Fig. 1: run 1, gate-type map
Scale bar: 20 um.
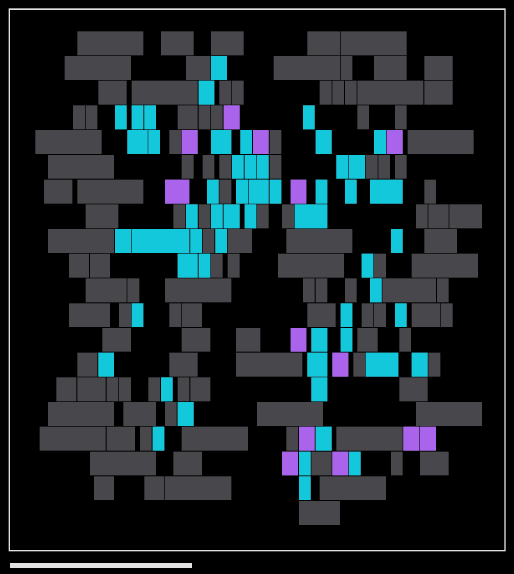
Fig. 2: run 1, where the registers sit
Scale bar: 20 um.
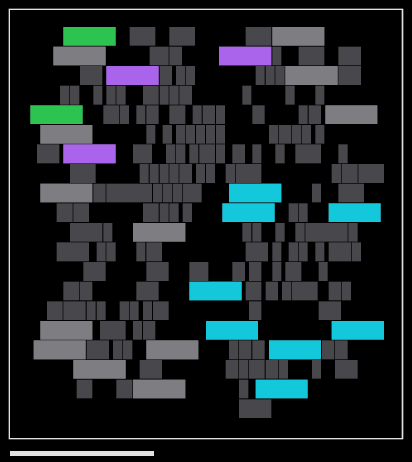
Fig. 3: run 1, signal wires by layer
Only two layers are drawn.
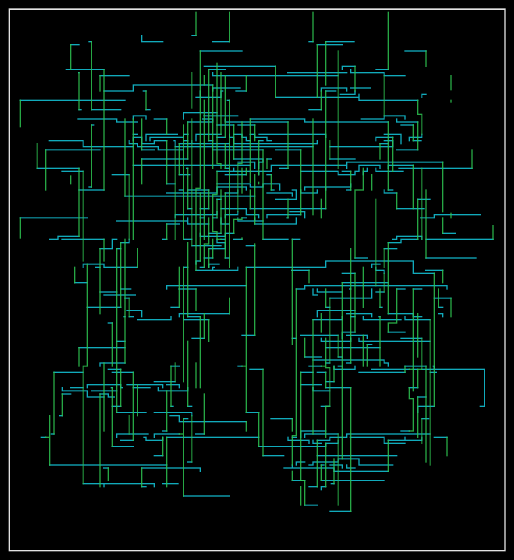
## src/rtl/rain_window_ctrl.sv

```systemverilog
// Motorised window controller: closes on rain or user command, optionally reopens after a
// dry spell, and latches a fault when travel is implausible or takes too long.
module rain_window_ctrl #(
   parameter int MOTOR_TIMEOUT = 50,
   parameter int DRY_HOLD      = 20,
   parameter int AUTO_REOPEN   = 1,
   parameter int CNT_W         = 8
) (
   input  logic       clk,
   input  logic       reset,
   input  logic       rain_alarm,
   input  logic       manual_open,
   input  logic       manual_close,
   input  logic       open_limit,
   input  logic       closed_limit,
   output logic       motor_open,
   output logic       motor_close,
   output logic [1:0] window_state,
   output logic       fault
);

   typedef enum logic [2:0] {
      S_OPEN,
      S_CLOSING,
      S_CLOSED,
      S_OPENING,
      S_FAULT
   } state_t;

   localparam logic [CNT_W-1:0] TRAVEL_LAST = CNT_W'(MOTOR_TIMEOUT - 1);
   localparam logic [CNT_W-1:0] DRY_LAST    = CNT_W'(DRY_HOLD - 1);
   localparam logic [CNT_W-1:0] DRY_MAX     = '1;
   localparam logic             AUTO_EN     = (AUTO_REOPEN != 0);

   state_t           state_reg, state_next;
   logic [CNT_W-1:0] travel_cnt_reg, travel_cnt_next;
   logic [CNT_W-1:0] dry_cnt_reg, dry_cnt_next;
   logic             rain_closed_reg, rain_closed_next;
   logic             both_limits;
   logic             moving_next;

   assign both_limits = open_limit & closed_limit;

   always_comb begin
      state_next       = state_reg;
      rain_closed_next = rain_closed_reg;
      case (state_reg)
         S_OPEN: begin
            if (rain_alarm || manual_close) begin
               state_next       = S_CLOSING;
               rain_closed_next = rain_alarm;
            end
         end
         S_CLOSING: begin
            // A limit switch reached in the timeout cycle still counts as a good close.
            if (both_limits)
               state_next = S_FAULT;
            else if (closed_limit)
               state_next = S_CLOSED;
            else if (travel_cnt_reg == TRAVEL_LAST)
               state_next = S_FAULT;
         end
         S_CLOSED: begin
            if ((manual_open && !rain_alarm && !manual_close) ||
                (AUTO_EN && rain_closed_reg && (dry_cnt_reg == DRY_LAST))) begin
               state_next       = S_OPENING;
               rain_closed_next = 1'b0;
            end
         end
         S_OPENING: begin
            if (both_limits)
               state_next = S_FAULT;
            else if (rain_alarm || manual_close) begin
               state_next       = S_CLOSING;
               rain_closed_next = rain_alarm;
            end else if (open_limit)
               state_next = S_OPEN;
            else if (travel_cnt_reg == TRAVEL_LAST)
               state_next = S_FAULT;
         end
         S_FAULT: state_next = S_FAULT;
         default: state_next = S_FAULT;
      endcase
   end

   // Travel time restarts on every entry into a moving state, including a reversal.
   assign moving_next = (state_next == S_CLOSING) || (state_next == S_OPENING);

   always_comb begin
      travel_cnt_next = '0;
      if (moving_next && (state_next == state_reg))
         travel_cnt_next = travel_cnt_reg + CNT_W'(1);
   end

   always_comb begin
      dry_cnt_next = '0;
      if ((state_reg == S_CLOSED) && (state_next == S_CLOSED) && rain_closed_reg && !rain_alarm)
         dry_cnt_next = (dry_cnt_reg == DRY_MAX) ? dry_cnt_reg : dry_cnt_reg + CNT_W'(1);
   end

   always_ff @(posedge clk) begin
      if (reset) begin
         state_reg       <= S_CLOSING;
         travel_cnt_reg  <= '0;
         dry_cnt_reg     <= '0;
         rain_closed_reg <= 1'b0;
         motor_open      <= 1'b0;
         motor_close     <= 1'b0;
         window_state    <= 2'b01;
         fault           <= 1'b0;
      end else begin
         state_reg       <= state_next;
         travel_cnt_reg  <= travel_cnt_next;
         dry_cnt_reg     <= dry_cnt_next;
         rain_closed_reg <= rain_closed_next;
         motor_open      <= (state_next == S_OPENING);
         motor_close     <= (state_next == S_CLOSING);
         fault           <= (state_next == S_FAULT);
         case (state_next)
            S_OPEN:   window_state <= 2'b00;
            S_CLOSED: window_state <= 2'b10;
            S_FAULT:  window_state <= 2'b11;
            default:  window_state <= 2'b01;
         endcase
      end
   end

endmodule
```

## config.mk

```make
export PLATFORM = sky130hd
export DESIGN_NAME = rain_window_ctrl
export DESIGN_NICKNAME = d
export VERILOG_FILES = /design/src/rtl/rain_window_ctrl.sv
export SDC_FILE = /design/constraint.sdc
export NUM_CORES = 1
export LEC_CHECK = 0
export ABC_AREA = 1
export CORE_ASPECT_RATIO = 1.1
export CORE_MARGIN = 2
export CORE_UTILIZATION = 45
export DETAILED_ROUTE_END_ITERATION = 10
export GPL_TIMING_DRIVEN = 0
export MAX_ROUTING_LAYER = met4
export PLACE_DENSITY_LB_ADDON = 0.05
export SYNTH_ARGS = -nofsm -noshare
export SYNTH_HDL_FRONTEND = slang
export SYNTH_SLANG_ARGS = --single-unit
```

## constraint.sdc

```tcl
create_clock -name clk -period 2.2 [get_ports clk]
set_clock_uncertainty 0.1 [all_clocks]
set_input_delay 0.55 -clock clk [delete_from_list [all_inputs] [get_ports clk]]
set_output_delay 0.55 -clock clk [all_outputs]
set_load 0.1 [all_outputs]
```

==> impl_metrics.env, run 1 <==
# yosys + openroad results
export IMPL_synth_seq_share_pct=39.8
export IMPL_warning_count=27
export IMPL_crit_family="buffers and inverters"
export IMPL_final_cell_mix="nand2_1, nor2_1, dfxtp_1"
export IMPL_grt_max_degree=14
export IMPL_numSynthFlops=25
export IMPL_core_area_sq_um=2700
export IMPL_dieHeight_um=59.4
export IMPL_placedCellCount=216
export IMPL_via_per_inst=4.74
export IMPL_io_pins=12
export IMPL_worstMarginPinSlew_ps=964
export IMPL_r2r_cells=9
export IMPL_status="complete, no violations"
export IMPL_numCtsBuffers=3
export IMPL_tns_ps=0
export IMPL_vias=1042
export IMPL_cts_root_buffer="clkbuf_4"
export IMPL_place_area_sq_um=1410
export IMPL_grt_antenna_before_repair=0
export IMPL_drc=0
export IMPL_wl_per_cell_um=10.3
export IMPL_worstHoldPathCells=1
export IMPL_cts_resized_gates=5
export IMPL_cpMaxStageDelayCell="dlygate4sd2_1"
export IMPL_crit_required_ps=1550
export IMPL_hold_path_class="reg -> reg"
export IMPL_fmax_mhz=464
export IMPL_yosys_warnings=0
export IMPL_initialDrtViolationCount=27
export IMPL_final_net_count=198
export IMPL_cp_cell_sequence="dlygate4sd2_1"
export IMPL_fin_ws_ps=43.6
export IMPL_gr_total_overflow=0
export IMPL_hold_path_end="travel_cnt_reg[0]$_SDFF_PP0_"
export IMPL_dp_hpwl_mm=1.75
export IMPL_antenna_left=0
export IMPL_hold_viol_final=0
export IMPL_worst_path_stages=1
export IMPL_cap_violations=0
export IMPL_pre_cts_ws_ps=53.7
export IMPL_p_leak_uw=0.000606
export IMPL_vdd_drop_max_uv=475
export IMPL_synth_cells=172
-- Fig. 1 (at the start) --
family	colour	cells
aoi and oai cells	purple	13
nand cells	cyan	55
fin cells: 220
Comb/total area: 45.8%
most numerous logic cell after layout: nand2_1

-- Fig. 2 (at the start) --
signal	colour	placed flops
state_reg	purple	3
window_state	green	2
dry_cnt_reg	cyan	8
not coloured	12

-- Fig. 3 (at the start) --
layer	colour	wire length
metal 1	cyan	1070 um
metal 2	green	1110 um
Routed WL: 2.28 mm
Tot GR Track Use: 17.5%

run 1: metal layers:
metal | share of wire [%] | GRT usage [%]
met4 | 1.3 | 7.50
met3 | 2.6 | 3.03
met5 | 0 | -
met2 | 49 | 29.1
met1 | 47 | 20.2
run 1: power by group through the flow:
stage               logic (uW)  clock network [uW]  registers, uW
floorplan                 81.5                   0            558
CTS                        187                 216            484
global route               204                 240            487
detailed placement         192                   0            495
finish                     187                 209            484
global placement           191                   0            494
run 1: layout make-up:
type                       instances  area (sq um)
clock buffer                       4          26.3
timing repair buffer              11           105
tap                               33          41.3
fill                             281          1270
multi-input combinational        120           654
sequential                        25           500
inverter                          27           101
==> run 2: changes to the inputs <==
- CORE_ASPECT_RATIO: 1.1 -> unset
==> run 2 against run 1 <==
  * Count of clock-buffer cells in the layout unchanged
  * Critical path depth unchanged
  * Maximum frequency up 1.4%
  * Cell count down 0.91%
  * Flip-flop count unchanged
  * Sequential power about the same
  * Clock power down 3%
  * Final area down 0.26%
  * First-iteration DRC count up 22%
  * Utilization down 0.28 points
  * Worst setup slack better by 30 ps
  * Via count down 1.2%
  * Critical endpoint is now fault
  * Largest cell class unchanged
  * Largest power group unchanged
  * Highest routed layer unchanged
==> impl_metrics.env, run 2 <==
# yosys + openroad results
export IMPL_p_leak_uw=0.000609
export IMPL_lay_top_count="nand2_1"
export IMPL_via_per_inst=4.72
export IMPL_initialDrtViolationCount=33
export IMPL_pre_cts_ws_ps=58.4
export IMPL_warning_count=27
export IMPL_cp_cell_sequence="dlygate4sd2_1"
export IMPL_grt_busiest_layer="met2"
export IMPL_grt_antenna_before_repair=0
export IMPL_dp_hpwl_mm=1.69
export IMPL_crit_family="buffers and inverters"
export IMPL_synth_cells=172
export IMPL_fmax_mhz=470
export IMPL_dr_max_layer_used="met4"
export IMPL_drc=0
export IMPL_core_area_sq_um=2710
export IMPL_n_fill_cell=286
export IMPL_route_met2_wl_mm=1.02
export IMPL_worst_path_stages=1
export IMPL_cpMaxStageDelayCell="dlygate4sd2_1"
export IMPL_crit_required_ps=1550
export IMPL_dieHeight_um=56.8
export IMPL_place_area_sq_um=1410
export IMPL_comb_area_sq_um=654
export IMPL_vdd_drop_max_uv=385
export IMPL_status="complete, no violations"
export IMPL_grt_max_degree=14
export IMPL_gr_total_overflow=0
export IMPL_seq_area_sq_um=500
export IMPL_yosys_warnings=0
export IMPL_wl_met3_um=47
export IMPL_cap_violations=0
export IMPL_powerComb_uw=186
export IMPL_r2r_cells=9
export IMPL_fin_ws_ps=73.4
export IMPL_grt_use_met2_pct=25.9
export IMPL_hold_path_end="travel_cnt_reg[0]$_SDFF_PP0_"
export IMPL_tns_ps=0
export IMPL_numSynthFlops=25
export IMPL_gr_usage_met1_pct=19.9
export IMPL_cts_resized_gates=5
export IMPL_hold_viol_final=0
export IMPL_met3_usage_pct=2.76
export IMPL_placedCellCount=214
export IMPL_final_cell_mix="nand2_1, nor2_1, dfxtp_1"
## run 2: cell count changes in the layout (fill, tap and decap cells not counted)
cell             previous run  this run
clkdlybuf4s15_1             1         0
dlygate4sd2_1               4         5
## run 2: final cells by class
| type | count | area share, % |
|---|---|---|
| inverters | 27 | 7.11 |
| flip-flops and latches | 25 | 35.1 |
| repair buffers | 11 | 7.29 |
| well taps | 31 | 2.72 |
| clock buffers | 4 | 1.84 |
| multi-input cells | 120 | 45.9 |
## run 2: logic make-up after synthesis
logic type / synth area share (%)
adder cells (fa/ha/maj): 2.99
AND-OR/OR-AND: 5.38
flip-flops: 39.8
AND/OR/NAND/NOR: 36.8
XOR/XNOR: 6.97
buffers and inverters: 8.07
Fig. 4: run 2, gate-type map
Scale bar: 20 um.
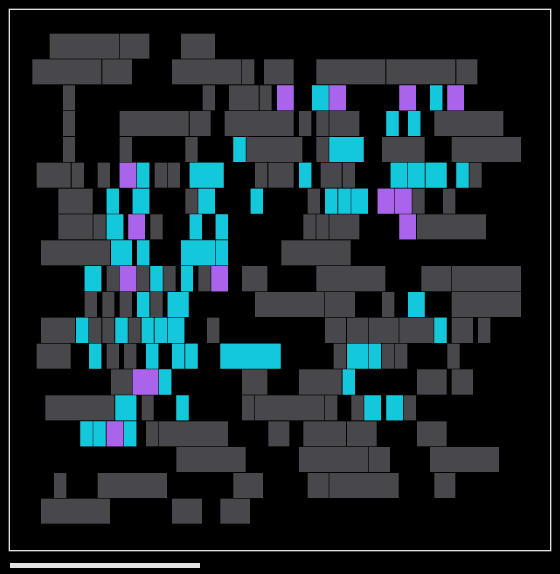
fin cells: 218
Comb/total area: 45.9%

Fig. 5: run 2, signal wires by layer
Only two layers are drawn.
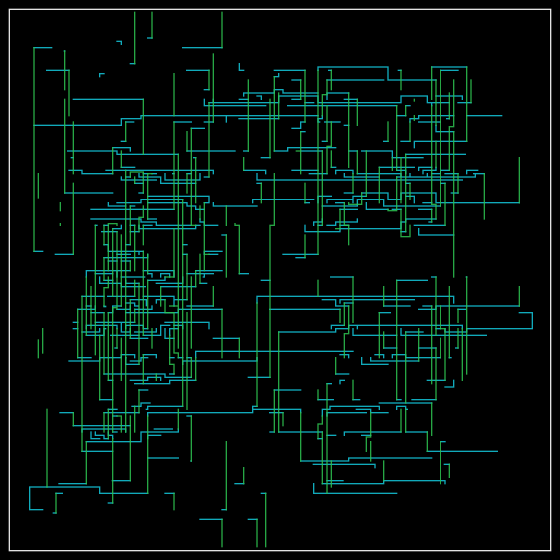
DR vias: 1029
Tot GR Track Use: 16.0%
DR WL/cell: 9.84 um
Routed WL: 2.15 mm

Fig. 6: run 2, the clock network
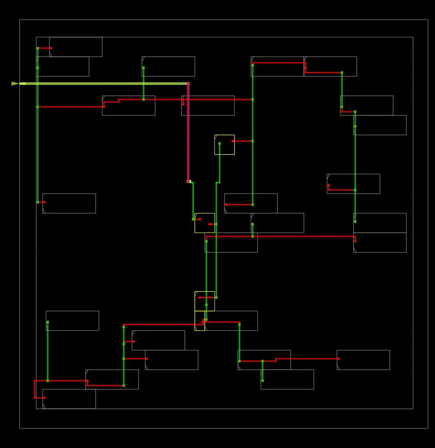
Layout clock buffers: 4
Clk. pwr: 203 uW
Num CTS Buffers: 3
flop count: 25
CTS Sinks: 25

No activity file was given, so power comes from the tool's default toggle rates.
